Fig. 1: clock network drawn from the DEF
Drawn at 3 px/um.
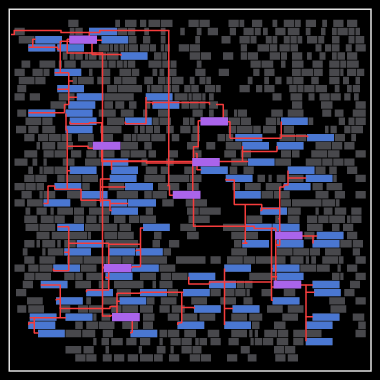
Fig. 2: cell density map
Drawn at 3 px/um. 12 x 12 tiles, from dark blue (low) to red (high), 0 to 100% covered.
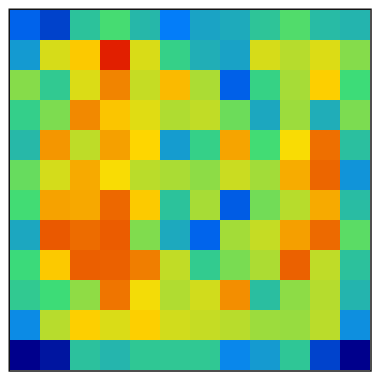
Fig. 3: wires at chosen ports, followed through buffers
Drawn at 2 px/um.
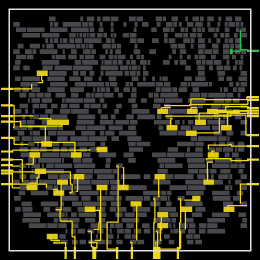
Fig. 4: routing congestion map
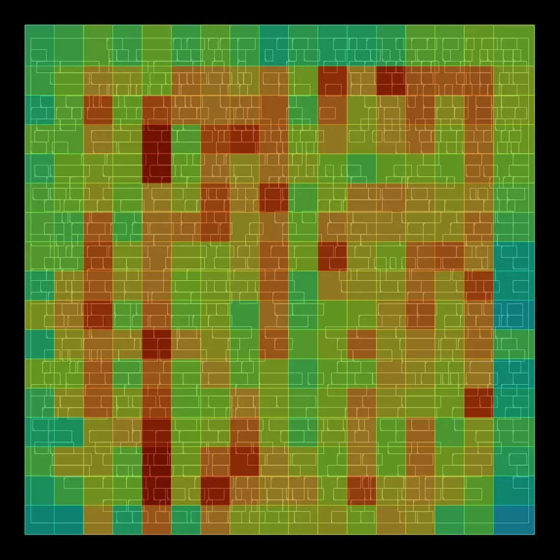
Fig. 5: the metal 4 layer
Drawn at 3 px/um. Supply wires on this layer in grey.
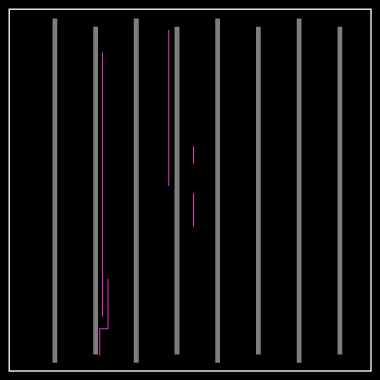
**src/rtl/rf_seq_ctrl_pkg.sv**
```systemverilog
// ---------------------------------------------------------------------------
// rf_seq_ctrl_pkg
// Shared definitions for the register-file sequencer and the ALU it drives:
//   - default datapath widths
//   - sequencer state encoding (IDLE, INIT0, INIT1, RUN, DONE = 0..4)
//   - ALU opcode constants (common to the sequencer and the ALU)
// ---------------------------------------------------------------------------
package rf_seq_ctrl_pkg;

    localparam int RF_DATA_W = 32;
    localparam int RF_ADDR_W = 5;
    localparam int RF_OP_W   = 5;

    typedef enum logic [2:0] {
        ST_IDLE  = 3'd0,
        ST_INIT0 = 3'd1,
        ST_INIT1 = 3'd2,
        ST_RUN   = 3'd3,
        ST_DONE  = 3'd4
    } state_t;

    localparam logic [RF_OP_W-1:0] ALU_NOP = 5'h00;
    localparam logic [RF_OP_W-1:0] ALU_ADD = 5'h01;
    localparam logic [RF_OP_W-1:0] ALU_SUB = 5'h02;
    localparam logic [RF_OP_W-1:0] ALU_AND = 5'h03;
    localparam logic [RF_OP_W-1:0] ALU_OR  = 5'h04;
    localparam logic [RF_OP_W-1:0] ALU_XOR = 5'h05;

endpackage

```
**src/rtl/rf_seq_ctrl.sv**
```systemverilog
// ---------------------------------------------------------------------------
// rf_seq_ctrl
// Sequencer that sits in front of a register file and ALU. On start it
// writes seed0/seed1 into R0/R1 and then runs N recurrence steps
// R[i+2] = R[i] op R[i+1], one register-file write per clock.
//
// Ports
//   clk, rst_n          clock, asynchronous active-low reset
//   start               run request, honoured only in IDLE or DONE
//   seed0, seed1        values for R0/R1 (latched at start)
//   count               number of steps N (latched, clamped to MAX_N)
//   op                  ALU opcode for the run (latched at start)
//   rd_addr             readout address while not busy
//   rf_rd1_data         register-file port-1 read data
//   alu_y               ALU result
//   rf_rd1_addr/rd2     register-file read addresses
//   rf_wr_addr/data/en  register-file write port
//   alu_op              opcode presented to the ALU
//   rd_data             readout data (0 while busy)
//   busy                high in INIT0, INIT1, RUN
//   done                high in DONE until the next start
// ---------------------------------------------------------------------------
module rf_seq_ctrl
    import rf_seq_ctrl_pkg::*;
#(
    parameter int DATA_W = RF_DATA_W,
    parameter int ADDR_W = RF_ADDR_W,
    parameter int OP_W   = RF_OP_W
) (
    input  logic              clk,
    input  logic              rst_n,
    input  logic              start,
    input  logic [DATA_W-1:0] seed0,
    input  logic [DATA_W-1:0] seed1,
    input  logic [ADDR_W-1:0] count,
    input  logic [OP_W-1:0]   op,
    input  logic [ADDR_W-1:0] rd_addr,
    input  logic [DATA_W-1:0] rf_rd1_data,
    input  logic [DATA_W-1:0] alu_y,
    output logic [ADDR_W-1:0] rf_rd1_addr,
    output logic [ADDR_W-1:0] rf_rd2_addr,
    output logic [ADDR_W-1:0] rf_wr_addr,
    output logic [DATA_W-1:0] rf_wr_data,
    output logic              rf_wr_en,
    output logic [OP_W-1:0]   alu_op,
    output logic [DATA_W-1:0] rd_data,
    output logic              busy,
    output logic              done
);

    // Largest step count that keeps the last write inside the register file.
    localparam logic [ADDR_W-1:0] MAX_N = ADDR_W'((2 ** ADDR_W) - 2);

    state_t            r_state;
    state_t            w_state_next;
    logic [ADDR_W-1:0] r_step;
    logic [ADDR_W-1:0] r_count;
    logic [DATA_W-1:0] r_seed0;
    logic [DATA_W-1:0] r_seed1;
    logic [OP_W-1:0]   r_op;

    logic              w_start_ok;
    logic              w_busy;
    logic              w_last_step;
    logic [ADDR_W-1:0] w_count_clamped;

    assign w_start_ok      = start && ((r_state == ST_IDLE) || (r_state == ST_DONE));
    assign w_count_clamped = (count > MAX_N) ? MAX_N : count;
    // Only evaluated in RUN, where r_count is known to be non-zero.
    assign w_last_step     = (r_step == (r_count - ADDR_W'(1)));

    // State, step counter and run parameters.
    always_ff @(posedge clk or negedge rst_n) begin
        if (!rst_n) begin
            r_state <= ST_IDLE;
            r_step  <= '0;
            r_count <= '0;
            r_seed0 <= '0;
            r_seed1 <= '0;
            r_op    <= '0;
        end else begin
            r_state <= w_state_next;
            if (w_start_ok) begin
                r_step  <= '0;
                r_count <= w_count_clamped;
                r_seed0 <= seed0;
                r_seed1 <= seed1;
                r_op    <= op;
            end else if (r_state == ST_RUN) begin
                r_step <= r_step + ADDR_W'(1);
            end
        end
    end

    // Next state and Moore output decode.
    always_comb begin
        w_state_next = r_state;
        rf_rd1_addr  = '0;
        rf_rd2_addr  = '0;
        rf_wr_addr   = '0;
        rf_wr_data   = '0;
        rf_wr_en     = 1'b0;
        alu_op       = r_op;
        w_busy       = 1'b0;
        done         = 1'b0;
        case (r_state)
            ST_IDLE: begin
                rf_rd1_addr = rd_addr;
                if (start) w_state_next = ST_INIT0;
            end
            ST_INIT0: begin
                w_busy       = 1'b1;
                rf_wr_en     = 1'b1;
                rf_wr_addr   = '0;
                rf_wr_data   = r_seed0;
                w_state_next = ST_INIT1;
            end
            ST_INIT1: begin
                w_busy       = 1'b1;
                rf_wr_en     = 1'b1;
                rf_wr_addr   = ADDR_W'(1);
                rf_wr_data   = r_seed1;
                w_state_next = (r_count == '0) ? ST_DONE : ST_RUN;
            end
            ST_RUN: begin
                w_busy      = 1'b1;
                rf_wr_en    = 1'b1;
                rf_rd1_addr = r_step;
                rf_rd2_addr = r_step + ADDR_W'(1);
                rf_wr_addr  = r_step + ADDR_W'(2);
                rf_wr_data  = alu_y;
                if (w_last_step) w_state_next = ST_DONE;
            end
            ST_DONE: begin
                done        = 1'b1;
                rf_rd1_addr = rd_addr;
                if (start) w_state_next = ST_INIT0;
            end
            default: begin
                w_state_next = ST_IDLE;
            end
        endcase
    end

    assign busy    = w_busy;
    // Port 1 is busy with sequencing reads during a run; hide it.
    assign rd_data = w_busy ? '0 : rf_rd1_data;

endmodule

```
**config.mk**
```make
export PLATFORM = sky130hd
export DESIGN_NAME = rf_seq_ctrl
export DESIGN_NICKNAME = d
export VERILOG_FILES = /design/src/rtl/rf_seq_ctrl_pkg.sv /design/src/rtl/rf_seq_ctrl.sv
export SDC_FILE = /design/constraint.sdc
export NUM_CORES = 1
export LEC_CHECK = 0
export CORE_UTILIZATION = 35
export DETAILED_ROUTE_END_ITERATION = 10
export GPL_ROUTABILITY_DRIVEN = 0
export PLACE_DENSITY_LB_ADDON = 0.08
export SYNTH_ARGS = -nofsm -noshare
export SYNTH_HDL_FRONTEND = slang
export SYNTH_SLANG_ARGS = --single-unit
```
**constraint.sdc**
```tcl
create_clock -name clk -period 1.5 [get_ports clk]
set_input_delay 0.3 -clock clk [delete_from_list [all_inputs] [get_ports clk]]
set_output_delay 0.3 -clock clk [all_outputs]
set_load 0.005 [all_outputs]
```
==> run summary <==
Status: finished, violations left
Failing checks: setup timing
CP delay by family, top: buffers and inverters
Comb area share: 0.326
Slew HR: 0.714
Die area: 14400 um2
Wirelength per Cell: 18.6 um
Registers: 82
TritonCTS clock tree: built
GR peak layer: met2
Clock buffers: 10
RSZ-0062 raised after global routing: yes
Filler Cells Inserted: 1087
Setup crit end kind: output port
PnR worst setup slack: -0.739 ns
Post-layout util: 0.642
Seq/Total Area, Yosys: 0.421
Aoi share: 0.0772
Final period util: 1.49
Clock-cell share: 0.0350
Via density: 4.80
Sink Count: 82
Cell area leaders: dfrtp_1 42%, mux2_4 22%, a22oi_1 4.9%
Int Power: 10.3 mW
Pwr top: combinational logic
Placed Area: 7560 um2
First element of the critical path: r_state[1]
CTS Buf Count: 9
Most frequent cells in the layout: 149 x clkdlybuf4s50_1, 79 x dfrtp_1, 77 x mux2_4, 55 x buf_4, 38 x nor2_1
Maximum vdd ir drop: 959 uV
Worst Path Required: 1.20 ns
Seq area share: 0.239
Cell Pwr Density: 1810 nW/um2
Antenna violations before repair: 0
Final setup vio count: 164
Hold buffer count at cts: 1
Crit path buf inv count: 2
Yosys warns: 0
Reg2Reg Depth: 9
Cell total in the yosys stat output: 394
Net Sw Frac: 0.340
Most instantiated logic cell after routing: clkdlybuf4s50_1
Logic family by area: multiplexers
Die Span Y: 120 um
Antenna viol nets, final: 0
Max-slew violation count: 0
HPWL Detailed: 10600 um
Fa+ha+maj area frac: 0.00769
About Fig. 1:
blue -> flip-flops  # count 82
purple -> clock drivers  # count 9
red -> clock wires  # length 1140 um
routed clock nets = 10

About Fig. 2:
nearly empty tiles = 1.4%
mean over tiles = 58%
tiles over 75% full = 24%
densest ninth of the die = left middle
fullest tile = 97%

About Fig. 3:
yellow -> `seed1`  # direction input, edge 11 left, 11 bottom, 10 right, end cells 32, buffers 32, wire 1030 um
green -> `rf_wr_en`  # direction output, edge right, end cells 1, buffers 1, wire 19.9 um
io pins: 233
port bufs: 232

About Fig. 4:
met3 usage: 0.0537
met2 usage: 0.364
GRT Total Usage: 0.218
met1 Track Usage GR: 0.274

About Fig. 5:
main direction = vertical
longest straight run = 87.7 um
wire length on this layer = 184 um
share of all routed wire = 1.1%
drt total wl: 16400 um
Vias: 4232

Power and IR drop assume default switching activity.
